==> config.mk <==
export PLATFORM = sky130hd
export DESIGN_NAME = status_register_flat
export DESIGN_NICKNAME = d
export VERILOG_FILES = /design/src/rtl/sr_pkg.sv /design/src/rtl/status_register_if.sv /design/src/rtl/sr_stack.sv /design/src/rtl/status_register.sv /design/src/flat_wrapper.sv
export SDC_FILE = /design/constraint.sdc
export NUM_CORES = 1
export LEC_CHECK = 0
export CORE_MARGIN = 2
export CORE_UTILIZATION = 52
export CTS_CLUSTER_DIAMETER = 50
export DETAILED_ROUTE_END_ITERATION = 7
export HOLD_SLACK_MARGIN = 0.02
export PLACE_DENSITY = 0.88
export REMOVE_ABC_BUFFERS = 1
export SLEW_MARGIN = 20
export SYNTH_ARGS = -nofsm -noshare
export SYNTH_HDL_FRONTEND = slang
export SYNTH_HIERARCHICAL = 1
export SYNTH_SLANG_ARGS = --single-unit
==> constraint.sdc <==
create_clock -name clk -period 6.62 [get_ports clk]
set_clock_uncertainty 0.15 [all_clocks]
set_input_delay 0.662 -clock clk [delete_from_list [all_inputs] [get_ports clk]]
set_output_delay 0.662 -clock clk [all_outputs]
set_load 0.05 [all_outputs]
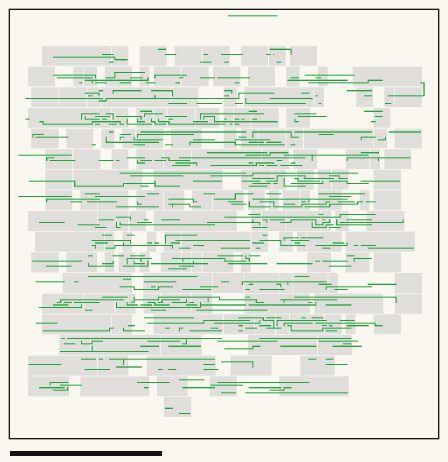
(images/met1.png)
Bar = 20 µm.
The wires run mostly horizontal. 171 nets have wire on it. The layer carries 1410 µm of wire. The layer holds 44% of the routed length. The longest straight run is 20.2 µm.
met1 usage: 28.28%
Vias: 1147
final WL: 3.235 mm

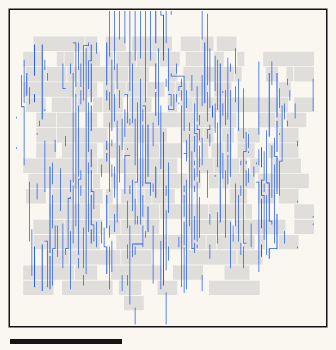
(images/met2.png)
Bar = 20 µm.
The longest straight run is 40.1 µm. The wires run mostly vertical. The layer carries 1670 µm of wire. 177 nets have wire on it.
met2 usage: 37.31%

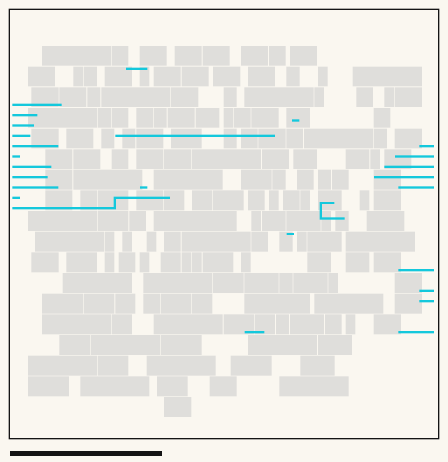
(images/met3.png)
Bar = 20 µm.
The layer holds 4.0% of the routed length. The longest straight run is 20.7 µm.
GRT met3 Usage: 2.995%

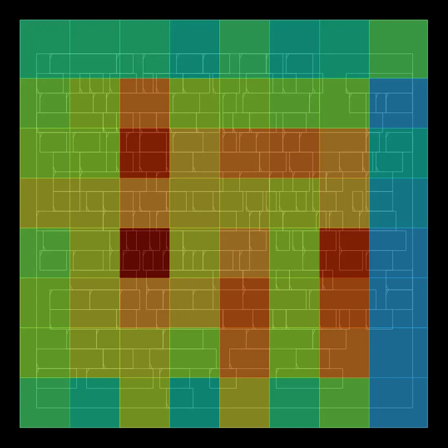
(images/final_congestion.png)
fin util: 71.98%
detailed-route wire length per cell: 16.42 µm
GRT Total Usage: 21.23%
GR peak layer: met2

==> CHANGELOG.md <==
### Implementation results

- Synth Instances: 131
- R2R setup slack: 3.83 ns
- Placed instance count: 193
- WL met1: ~1.4 mm
- Hold-fix buffers, CTS: 0
- Slowest cell on the critical path: clkdlybuf4s50_1
- Overflow after GRT: 0
- Clock-net power: ~0.11 mW
- CP delay by family, top: buffers and inverters
- Vias in the first global route: around 1200
- Seq pwr: around 0.28 mW
- Dominant kind of cell by area: logic gates
- Met2 WL: 1.667 mm
- Async S/R FF share, synth: 100.0%
- Longest Clk Path Bufs: 2
- Final WS setup: 2.522 ns
- P_sw: roughly 0.38 mW
- Nature of the critical path endpoint: output pin
- FFs & Latches: 24
- Hold crit path type: reg2reg
- Worst R2R Path Depth: 9
- MaxCap Viol Count: 0
- Total Neg Setup Slack: 0 ns
- Die y size: around 56 µm
- Register share of total power: 32.7%
- Routed vias/inst: about 5.8
- Seq/total area: between 30% and 40%
- Highest metal used: met4
- Cell Type Count: 36
- Post-DRT Antenna Nets: 0
- Chip Footprint: 0.003175 mm²
- Clk network pwr share: 12.6%
- Drc violations: 0
- CTS Buf Count: 3
- Clock tree sinks: 24
- Cell type with the largest total area: dfrtp_1
- Nets@finish: just under 200
- Finished Layout Cells: 197
- Predominant post-synthesis flop cell: dfrtp_1
- Fin. max-slew vios: 0
- Clock root buffer: clkbuf_4
- Clock tree from TritonCTS: done
- Area fraction in mux cells: between 10% and 20%
- Largest register FFs: 16
- Fillers: 191
- Largest net degree at the start of global routing: 20
- Comb pwr share: a little over half
- Layout cells sized above 1: about an eighth
- Placed cell area: ~0.0018 mm²
- Post-CTS sizing: 0
- Mapped Area: ~0.0014 mm²
- Pwr dens: about 460 mW/mm²
- Min Tclk post-route: between 4 and 5 ns
- Overall Power: around 0.84 mW
- Logic area: between 700 and 800 µm²
- OpenROAD warning count: 29
- Status: complete, no violations
- Most instantiated cells after synthesis: 24 x dfrtp_1, 11 x inv_1, 8 x a31oi_1, 8 x mux2_1, 8 x nand2b_1
- Sequence of cells on the critical path: inv_2 -> ha_1 -> nor4b_4 -> a22oi_1 -> a31oi_1 -> mux2i_1 -> a31oi_1 -> clkdlybuf4s50_1
- Basic Gates by Area: about 17%
Power figures rest on the tool's default switching activity, not on a simulated workload.
